File: config.mk
export PLATFORM = sky130hd
export DESIGN_NAME = fpu_dispatch
export DESIGN_NICKNAME = d
export VERILOG_FILES = /design/src/rtl/fpu_pkg.sv /design/src/rtl/fpu_res_fifo.sv /design/src/rtl/fpu_dispatch.sv
export SDC_FILE = /design/constraint.sdc
export NUM_CORES = 1
export LEC_CHECK = 0
export ABC_AREA = 0
export CAP_MARGIN = 20
export CORE_ASPECT_RATIO = 1.2
export CORE_MARGIN = 3
export CORE_UTILIZATION = 35
export DETAILED_ROUTE_END_ITERATION = 10
export PLACE_DENSITY = 0.66
export SLEW_MARGIN = 20
export SYNTH_ARGS = -nofsm -noshare
export SYNTH_HDL_FRONTEND = slang
export SYNTH_SLANG_ARGS = --single-unit
File: constraint.sdc
create_clock -name clk -period 2.7 [get_ports clk]
set_input_delay 0.405 -clock clk [delete_from_list [all_inputs] [get_ports clk]]
set_output_delay 0.405 -clock clk [all_outputs]
set_load 0.005 [all_outputs]
File: src/rtl/fpu_pkg.sv
// Shared types for the FPU dispatcher: opcodes, unit select, the canonical NaN
// and the result-queue entry.
package fpu_pkg;

  typedef enum logic [2:0] {
    FOP_ADD  = 3'd0,
    FOP_SUB  = 3'd1,
    FOP_MUL  = 3'd2,
    FOP_DIV  = 3'd3,
    FOP_SQRT = 3'd4
  } fpu_op_t;

  typedef enum logic [1:0] {
    SEL_ADD  = 2'd0,
    SEL_MUL  = 2'd1,
    SEL_DIV  = 2'd2,
    SEL_SQRT = 2'd3
  } unit_sel_t;

  localparam logic [31:0] FP_CANON_NAN = 32'h7FC0_0000;

  // Tag width of a queue entry; the top-level TAG_W defaults to this.
  localparam int FPU_TAG_W = 5;

  typedef struct packed {
    logic [31:0]          y;
    logic [FPU_TAG_W-1:0] tag;
    logic                 ovf;
    logic                 udf;
    logic                 ill;
  } fpu_res_t;

  function automatic unit_sel_t op_sel(fpu_op_t op);
    case (op)
      FOP_MUL:  return SEL_MUL;
      FOP_DIV:  return SEL_DIV;
      FOP_SQRT: return SEL_SQRT;
      default:  return SEL_ADD;
    endcase
  endfunction

endpackage

File: src/rtl/fpu_res_fifo.sv
// Two-entry result queue; head entry is presented straight from storage so the
// outputs are registered and hold while not popped.
module fpu_res_fifo
  import fpu_pkg::*;
(
  input  logic       clk,
  input  logic       rstn,
  input  logic       push,
  input  fpu_res_t   wdata,
  input  logic       pop,
  output fpu_res_t   rdata,
  output logic [1:0] count
);

  fpu_res_t [1:0] mem_q, mem_d;
  logic           wr_ptr_q, wr_ptr_d;
  logic           rd_ptr_q, rd_ptr_d;
  logic [1:0]     count_q, count_d;

  always_comb begin
    mem_d    = mem_q;
    wr_ptr_d = wr_ptr_q;
    rd_ptr_d = rd_ptr_q;
    count_d  = count_q;
    // With count == 2 a simultaneous pop frees the slot being overwritten.
    if (push) begin
      mem_d[wr_ptr_q] = wdata;
      wr_ptr_d        = ~wr_ptr_q;
    end
    if (pop) rd_ptr_d = ~rd_ptr_q;
    case ({push, pop})
      2'b10:   count_d = count_q + 2'd1;
      2'b01:   count_d = count_q - 2'd1;
      default: count_d = count_q;
    endcase
  end

  always_ff @(posedge clk) begin
    if (!rstn) begin
      mem_q    <= '0;
      wr_ptr_q <= 1'b0;
      rd_ptr_q <= 1'b0;
      count_q  <= 2'd0;
    end else begin
      mem_q    <= mem_d;
      wr_ptr_q <= wr_ptr_d;
      rd_ptr_q <= rd_ptr_d;
      count_q  <= count_d;
    end
  end

  assign rdata = mem_q[rd_ptr_q];
  assign count = count_q;

endmodule

File: src/rtl/fpu_dispatch.sv
// Sequencer between the FPU issue port and the combinational FPU units: latches
// operands, waits the per-op settle time, then queues the result for writeback.
module fpu_dispatch
  import fpu_pkg::*;
#(
  parameter int LAT_ADD  = 2,
  parameter int LAT_MUL  = 2,
  parameter int LAT_DIV  = 4,
  parameter int LAT_SQRT = 4,
  parameter int TAG_W    = FPU_TAG_W
) (
  input  logic             clk,
  input  logic             rstn,
  input  logic             req_valid,
  output logic             req_ready,
  input  logic [2:0]       req_op,
  input  logic [31:0]      req_x1,
  input  logic [31:0]      req_x2,
  input  logic [TAG_W-1:0] req_tag,
  output logic [31:0]      unit_x1,
  output logic [31:0]      unit_x2,
  output logic [1:0]       unit_sel,
  input  logic [31:0]      unit_y,
  input  logic             unit_ovf,
  input  logic             unit_udf,
  output logic             res_valid,
  input  logic             res_ready,
  output logic [31:0]      res_y,
  output logic [TAG_W-1:0] res_tag,
  output logic             res_ovf,
  output logic             res_udf,
  output logic             res_ill,
  output logic             busy
);

  localparam int CNT_W = 8;

  localparam logic [1:0] S_IDLE = 2'd0;
  localparam logic [1:0] S_WAIT = 2'd1;
  localparam logic [1:0] S_CAPT = 2'd2;

  logic [1:0]       state_q, state_d;
  logic [CNT_W-1:0] cnt_q, cnt_d;
  logic [31:0]      x1_q, x1_d, x2_q, x2_d;
  logic [1:0]       sel_q, sel_d;
  logic [TAG_W-1:0] tag_q, tag_d;

  logic       push, pop;
  fpu_res_t   push_data, head;
  logic [1:0] q_count;

  function automatic logic [CNT_W-1:0] lat_of(fpu_op_t op);
    case (op)
      FOP_MUL:  return CNT_W'(LAT_MUL - 1);
      FOP_DIV:  return CNT_W'(LAT_DIV - 1);
      FOP_SQRT: return CNT_W'(LAT_SQRT - 1);
      default:  return CNT_W'(LAT_ADD - 1);
    endcase
  endfunction

  assign req_ready = (state_q == S_IDLE) && (q_count < 2'd2);

  always_comb begin
    state_d   = state_q;
    cnt_d     = cnt_q;
    x1_d      = x1_q;
    x2_d      = x2_q;
    sel_d     = sel_q;
    tag_d     = tag_q;
    push      = 1'b0;
    push_data = '0;
    case (state_q)
      S_IDLE: begin
        if (req_valid && req_ready) begin
          if (req_op > 3'd4) begin
            // Illegal ops never touch the units; they complete immediately.
            push          = 1'b1;
            push_data.y   = FP_CANON_NAN;
            push_data.tag = req_tag;
            push_data.ill = 1'b1;
          end else begin
            x1_d    = req_x1;
            x2_d    = (fpu_op_t'(req_op) == FOP_SUB)  ? {~req_x2[31], req_x2[30:0]} :
                      (fpu_op_t'(req_op) == FOP_SQRT) ? 32'd0 : req_x2;
            sel_d   = op_sel(fpu_op_t'(req_op));
            tag_d   = req_tag;
            cnt_d   = lat_of(fpu_op_t'(req_op));
            state_d = S_WAIT;
          end
        end
      end
      S_WAIT: begin
        if (cnt_q == '0) state_d = S_CAPT;
        else             cnt_d   = cnt_q - 1'b1;
      end
      S_CAPT: begin
        // Slot was reserved at admission, so this push always fits.
        push          = 1'b1;
        push_data.y   = unit_y;
        push_data.tag = tag_q;
        push_data.ovf = unit_ovf;
        push_data.udf = unit_udf;
        state_d       = S_IDLE;
      end
      default: state_d = S_IDLE;
    endcase
  end

  always_ff @(posedge clk) begin
    if (!rstn) begin
      state_q <= S_IDLE;
      cnt_q   <= '0;
      x1_q    <= '0;
      x2_q    <= '0;
      sel_q   <= '0;
      tag_q   <= '0;
    end else begin
      state_q <= state_d;
      cnt_q   <= cnt_d;
      x1_q    <= x1_d;
      x2_q    <= x2_d;
      sel_q   <= sel_d;
      tag_q   <= tag_d;
    end
  end

  assign pop = res_valid && res_ready;

  fpu_res_fifo u_res_fifo (
    .clk   (clk),
    .rstn  (rstn),
    .push  (push),
    .wdata (push_data),
    .pop   (pop),
    .rdata (head),
    .count (q_count)
  );

  assign unit_x1   = x1_q;
  assign unit_x2   = x2_q;
  assign unit_sel  = sel_q;
  assign res_valid = (q_count != 2'd0);
  assign res_y     = head.y;
  assign res_tag   = head.tag;
  assign res_ovf   = head.ovf;
  assign res_udf   = head.udf;
  assign res_ill   = head.ill;
  assign busy      = (state_q != S_IDLE);

endmodule

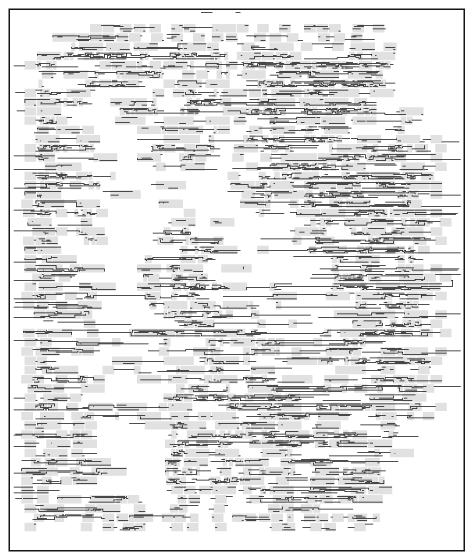
(run_1/m1.png)
wire length on this layer	8740 um
main direction	horizontal
nets with wire on the layer	950
longest straight run	32.7 um
share of all routed wire	44%

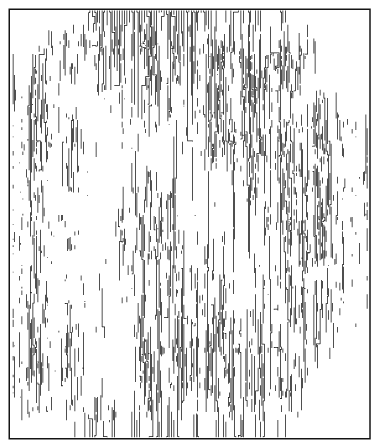
(run_1/m2.png)
longest straight run	49.0 um
nets with wire on the layer	830
main direction	vertical
met2 usage: 30.15%
via count: 6180
aggregate routed wire length: 19.65 mm

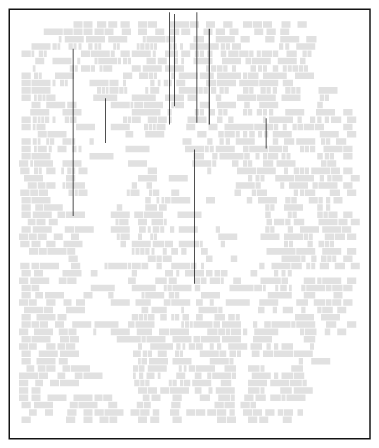
(run_1/m4.png)
nets with wire on the layer	6
wire length on this layer	290 um

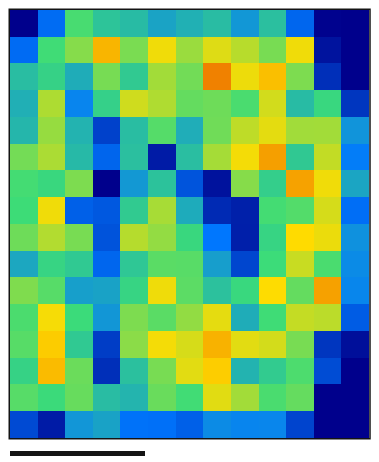
(run_1/util_map.png)
Bar = 50 um. The die is cut into 13 by 16 equal tiles; dark blue is low, red is high, 0 to 100% covered.
tiles over 75% full	5.3%
nearly empty tiles	5.3%
mean over tiles	45%
emptiest ninth of the die	lower right
fullest tile	85%

run 1: flip-flops by register name, indices dropped and copies added, names as in the netlist, 2 cells and up:
register / cells
cnt_q: 8
state_q: 2
tag_q: 5
u_res_fifo.count: 2
u_res_fifo.mem_q: 80
unit_sel: 2
unit_x1: 32
unit_x2: 32
run 1: per-stage QoR:
step | total power, uW | worst slack (ps) | instance area (sq um)
3_5_place_dp | 5203 | 300.3 | 9313
2_1_floorplan | 4187 | 603.1 | 6834
4_1_cts | 7711 | 304.4 | 9908
3_3_place_gp | 5195 | 323.4 | 9313
6_report | 7618 | 345.2 | 9908
5_1_grt | 8034 | 295.0 | 9908
run 1: worst max-delay path, cell delays in order (launching register included):
cell and delay, ps:
sky130_fd_sc_hd__dfxtp_2 320, sky130_fd_sc_hd__buf_4 340, sky130_fd_sc_hd__mux2_2 410, sky130_fd_sc_hd__clkdlybuf4s50_1 460
run 1: worst paths after layout:
kind / start / to / cells past startpoint
worst max-delay path: u_res_fifo.rd_ptr_q / res_y[8] / 3
worst min-delay path: unit_x1[31] / unit_x1[31] / 2
worst max register to register: state_q[1] / unit_x1[4] / 5
worst min register to register: unit_x1[31] / unit_x1[31] / 2
run 1: logic make-up (layout without fill, tap and decap cells):
logic type      count (synthesis)  after routing  share of synthesized area, %
compound gates                265            265                         24.26
simple gates                  186            186                         14.12
flops                         165            165                         48.33
buf+inv                        78            278                         4.906
mux                            45             45                         7.323
xor+xnor                        4              4                        0.5127
fa+ha+maj                       3              3                        0.5493
run 1: power by group through the flow:
stage / combinational [uW] / sequential [uW] / clock, uW
after floorplan: 1300 / 2880 / 0
after global placement: 2250 / 2940 / 0
after detailed placement: 2260 / 2940 / 0
after CTS: 2270 / 2900 / 2540
after global routing: 2460 / 2930 / 2640
final: 2250 / 2900 / 2480
==> metrics.yaml, run 1 <==
route:
  drt_drc_violations_left: 0
  ant_nets: 0
  vias_per_cell: 5.141
  wl_per_cell_um: 16.34
  firstDrtPassIters: 4
  routed.top_layer: "met4"
  wl_met3_mm: 1.191
place:
  gpl.final_weighted_congestion: 0.7463
  port_buffers: 218
synth:
  most_frequent_cells_after_synthesis: "165 x sky130_fd_sc_hd__dfxtp_1, 126 x sky130_fd_sc_hd__a21oi_1, 89 x sky130_fd_sc_hd__nand2_1, 59 x sky130_fd_sc_hd__o21ai_0, 56 x sky130_fd_sc_hd__clkbuf_1"
  yosys.cell_count.top_type: "sky130_fd_sc_hd__dfxtp_1"
  syn_area_per_cell_sq_um: 9.161
  netlist_top_cells_area: "sky130_fd_sc_hd__dfxtp_1 48%, sky130_fd_sc_hd__a21oi_1 9.2%, sky130_fd_sc_hd__mux2_2 6.6%"
  post-synth-top-area-fraction_pct: 48.33
  synth_flop_count: 165
  synth_nets: 859
  synth.cell_area_sq_um: 6834
cells_and_area:
  nMultiInputCombCells: 503
  finalNonFillerCells: 1202
  final-clk-cell-share_pct: 6.011
  n_clock_buffer: 20
  area.combinational_sq_um: 3228
  final-nonclk-buf-share_pct: 24.60
  nets_finish: 1047
  non_clock_inverter_count: 5
  comb_area_share_pct: 32.58
  fin_util_pct: 52.17
  mostFrequentLayoutCells: "218 x sky130_fd_sc_hd__clkdlybuf4s50_1, 163 x sky130_fd_sc_hd__dfxtp_1, 125 x sky130_fd_sc_hd__a21oi_1, 89 x sky130_fd_sc_hd__nand2_1, 59 x sky130_fd_sc_hd__o21ai_0"
  syn_to_final_growth_pct: 44.98
global_routing:
  grt_pass1_wl_mm: 32.05
  met1_track_usage_gr_pct: 23.00
  grt.met3_usage_pct: 5.626
critical_path:
  critical_path.startpoint_type: "flip-flop"
  timing.critical_path.arrival_ps: 1950
  crit_type: "reg -> out"
  timing.reg2reg.setup_slack_ps: 660
  critical_path_peak_fanout: 23
  worst-endpoint-required_ps: 2300
floorplan:
  chipWidth_um: 133.6
  tap-cell-count: 256
  number_of_placement_rows: 55
  die_height_um: 159.1
  core_util_floorplan_pct: 35.98
pwr:
  switching_share_pct: 31.20
  internal-power_uw: 5241
  p_leak_uw: 0.003436
  ir_drop_worst_case_vdd_mv: 0.4186
  net-switching-power_uw: 2377
clocking:
  cts_post_setup_buffers_inserted: 0
  tritoncts: "yes"
  cts.reportedPaths.clkPinSlew_ps: 60
  post_cts.resized_instances: 0
  cts_htree_levels: 4
  cts.root.buffer_cell: "sky130_fd_sc_hd__clkbuf_16"
  cts_made_buffers: 17
sta:
  maxClockFrequency_mhz: 424.7
  rsz0062_at_grt: "no"
  clock_period_minus_worst_slack_ps: 2355
  maxSlewHeadroom_pct: 43.38
  timing_hold_violations_final: 0
  timing_max_transition_violations_final: 0
  tightestPinTransition_ps: 848.4
job:
  maxCapViolations: 0
status:
  run_status: "completed"
--- run 2 (diff from run 1) ---
--- a/config.mk
+++ b/config.mk
@@ -8,10 +8,9 @@
 export ABC_AREA = 0
 export CAP_MARGIN = 20
 export CORE_ASPECT_RATIO = 1.2
-export CORE_MARGIN = 3
-export CORE_UTILIZATION = 35
+export CORE_UTILIZATION = 46
 export DETAILED_ROUTE_END_ITERATION = 10
-export PLACE_DENSITY = 0.66
+export PLACE_DENSITY = 0.83
 export SLEW_MARGIN = 20
 export SYNTH_ARGS = -nofsm -noshare
 export SYNTH_HDL_FRONTEND = slang
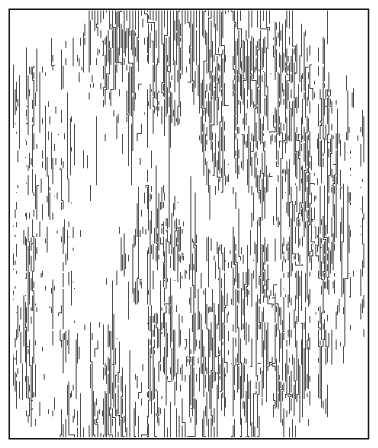
(run_2/m2.png)
main direction	vertical
share of all routed wire	51%
met2 usage: 41.10%
via count: 6379

==> run 2 against run 1 <==
  * Wire length down 5.3%
  * Clock skew is 3.4 ps higher
  * Sequential share of layout area increased by 0.13 points
  * Total power grew 2.2%
  * Count of clock-buffer cells in the layout did not move
  * Global-route usage increased by 5.8 points
  * Sequential cell count is the same
  * Combinational power is 2% lower
  * Clock power increased by 8.9%
==> metrics.yaml, run 2 <==
status:
  run_status: "completed"
floorplan:
  die_height_um: 135.5  # -15%
  core_util_floorplan_pct: 47.22  # +11 points
  chipWidth_um: 113.3  # -15%
  number_of_placement_rows: 48  # -13%
pwr:
  p_leak_uw: 0.003460  # +0.70%
  ir_drop_worst_case_vdd_mv: 0.4775  # +14%
clocking:
  cts_made_buffers: 17  # unchanged
  cts_htree_levels: 4  # unchanged
  number_of_clock_sinks: 165
  cts.reportedPaths.clkPinSlew_ps: 60  # about the same
  cts_post_setup_buffers_inserted: 0  # unchanged
  cts.root.buffer_cell: "sky130_fd_sc_hd__clkbuf_16"
  post_cts.resized_instances: 0  # unchanged
critical_path:
  critical_path.cell_chain: "buf_4, mux2_2, clkdlybuf4s50_1"
  reg2reg_to: "u_res_fifo.mem_q[74]"
  cp_top_family: "buffers and inverters"
  timing.reg2reg.setup_slack_ps: 600  # -60 ps
  crit_type: "reg -> out"
  worst-r2r-cell-count: 5  # unchanged
  timing.critical_path.arrival_ps: 2000  # +50 ps
  crit_slowest_cell: "sky130_fd_sc_hd__clkdlybuf4s50_1"
  critical_path_peak_fanout: 28  # +22%
  critical_path_cell_count: 3  # unchanged
  critical_path.startpoint_type: "flip-flop"
  largest_stage_delay_worst_path_ps: 490  # +30 ps
  buffering_stage_count_on_the_worst_path_with_inverters_included: 2  # unchanged
cells_and_area:
  register_with_the_most_flip_flops: "u_res_fifo.mem_q"
  syn_to_final_growth_pct: 44.42
  finalNonFillerCells: 1149  # -4.4%
  largest_reg_flops: 80  # unchanged
  fin_util_pct: 68.19  # +16 points
  nets_finish: 1049  # +0.19%
  mostFrequentLayoutCells: "218 x sky130_fd_sc_hd__clkdlybuf4s50_1, 163 x sky130_fd_sc_hd__dfxtp_1, 125 x sky130_fd_sc_hd__a21oi_1, 89 x sky130_fd_sc_hd__nand2_1, 59 x sky130_fd_sc_hd__o21ai_0"
hold_path:
  whs_endpoint: "unit_x1[7]"
  worstHoldStart: "unit_x1[7]"
  worst_hold_path.num_cells: 2  # unchanged
synth:
  post-synth-top-area-fraction_pct: 48.33  # unchanged
  topCombFamilyByArea: "AND-OR/OR-AND gates"
  netlist_top_cells_area: "sky130_fd_sc_hd__dfxtp_1 48%, sky130_fd_sc_hd__a21oi_1 9.2%, sky130_fd_sc_hd__mux2_2 6.6%"
  ys_sh_xor_pct: 0.5126  # unchanged
  most_frequent_cells_after_synthesis: "165 x sky130_fd_sc_hd__dfxtp_1, 126 x sky130_fd_sc_hd__a21oi_1, 89 x sky130_fd_sc_hd__nand2_1, 59 x sky130_fd_sc_hd__o21ai_0, 56 x sky130_fd_sc_hd__clkbuf_1"
  yosys.cell_count.top_type: "sky130_fd_sc_hd__dfxtp_1"
  synth.area.mux_share_pct: 7.323  # unchanged
  synth_nets: 859  # unchanged
  synth_flop_count: 165  # unchanged
  ys_sh_aoi_pct: 24.26  # unchanged
  yosys.area_share.simple_pct: 14.12  # unchanged
  syn_area_per_cell_sq_um: 9.161  # unchanged
  ys_sh_adder_pct: 0.5492  # unchanged
  asyncSetResetFlopFracSynth_pct: 0
  synth.cell_area_sq_um: 6834  # unchanged
sta:
  clock_period_minus_worst_slack_ps: 2403  # +48.46 ps
  maxSlewHeadroom_pct: 38.37  # -5.0 points
  timing_max_transition_violations_final: 0  # unchanged
  tightestPinTransition_ps: 918.2  # +69.88 ps
  timing_hold_violations_final: 0  # unchanged
route:
  vias_per_cell: 5.552  # +8.0%
  ant_nets: 0  # unchanged
  firstDrtPassIters: 4  # unchanged
  wl_per_cell_um: 16.20  # -0.90%
  drt_drc_violations_left: 0  # unchanged
job:
  maxCapViolations: 0  # unchanged
global_routing:
  grt_pass1_wl_mm: 29.52  # -7.9%
place:
  gpl.final_weighted_congestion: 0.7715  # +3.4%
  port_buffers: 218  # unchanged
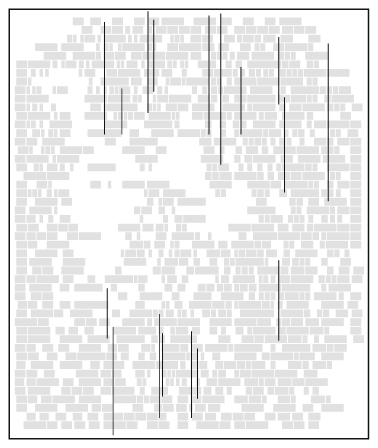
(run_2/m4.png)
nets with wire on the layer	14
longest straight run	49.6 um
wire length on this layer	481 um
main direction	vertical
share of all routed wire	2.6%
aggregate routed wire length: 18.61 mm

run 2: netlist changes by cell type in the layout (fill, tap and decap cells not counted), sizes merged:
cell	change
inv	-3
buf	+2
bufinv	+2
clkinv	+2
run 2: per-stage QoR:
stage | instance area, sq um | setup WS, ps | total power [uW]
floorplan | 6834 | 603.1 | 4187
global placement | 9195 | 268.9 | 5085
detailed placement | 9195 | 181.9 | 5122
CTS | 9862 | 278.3 | 7826
global route | 9869 | 228.0 | 8156
finish | 9869 | 296.8 | 7788
run 2: where the power goes:
| group | internal (uW) | leakage [uW] | switching, uW | total [uW] |
|---|---|---|---|---|
| clock network | 1710 | 0.000318 | 985 | 2700 |
| registers | 2700 | 0.00134 | 184 | 2880 |
| logic | 1040 | 0.00180 | 1170 | 2200 |
| total | 5450 | 0.00346 | 2340 | 7790 |
run 2: layer usage:
layer  GRT usage, %  vias to the layer above  wire length, um
met4          10.23                        0              480
met3          6.488                       35             1068
li1               -                     3091                -
met1          28.34                     3043             7525
met2          41.10                      210             9535
met5              0                        -                0
run 2: final cells by class:
class,instances,area [sq um]
multi-input combinational,503,3223
timing repair buffer,244,2402
tap,200,250.2
fill,1137,4604
inverter,5,21.27
clock inverter,12,200.2
sequential,165,3306
clock buffer,20,466.7
run 2: worst max path at each step:
| stage | start | endpoint |
|---|---|---|
| 6_report | u_res_fifo.rd_ptr_q | res_y[3] |
| 4_1_cts | u_res_fifo.rd_ptr_q | res_y[3] |
| 2_1_floorplan | state_q[0] | u_res_fifo.count[1] |
| 5_1_grt | u_res_fifo.rd_ptr_q | res_y[3] |
| 3_5_place_dp | req_valid | u_res_fifo.mem_q[34] |
| 3_3_place_gp | req_valid | u_res_fifo.mem_q[34] |
Power is estimated from default activity; no workload was simulated.
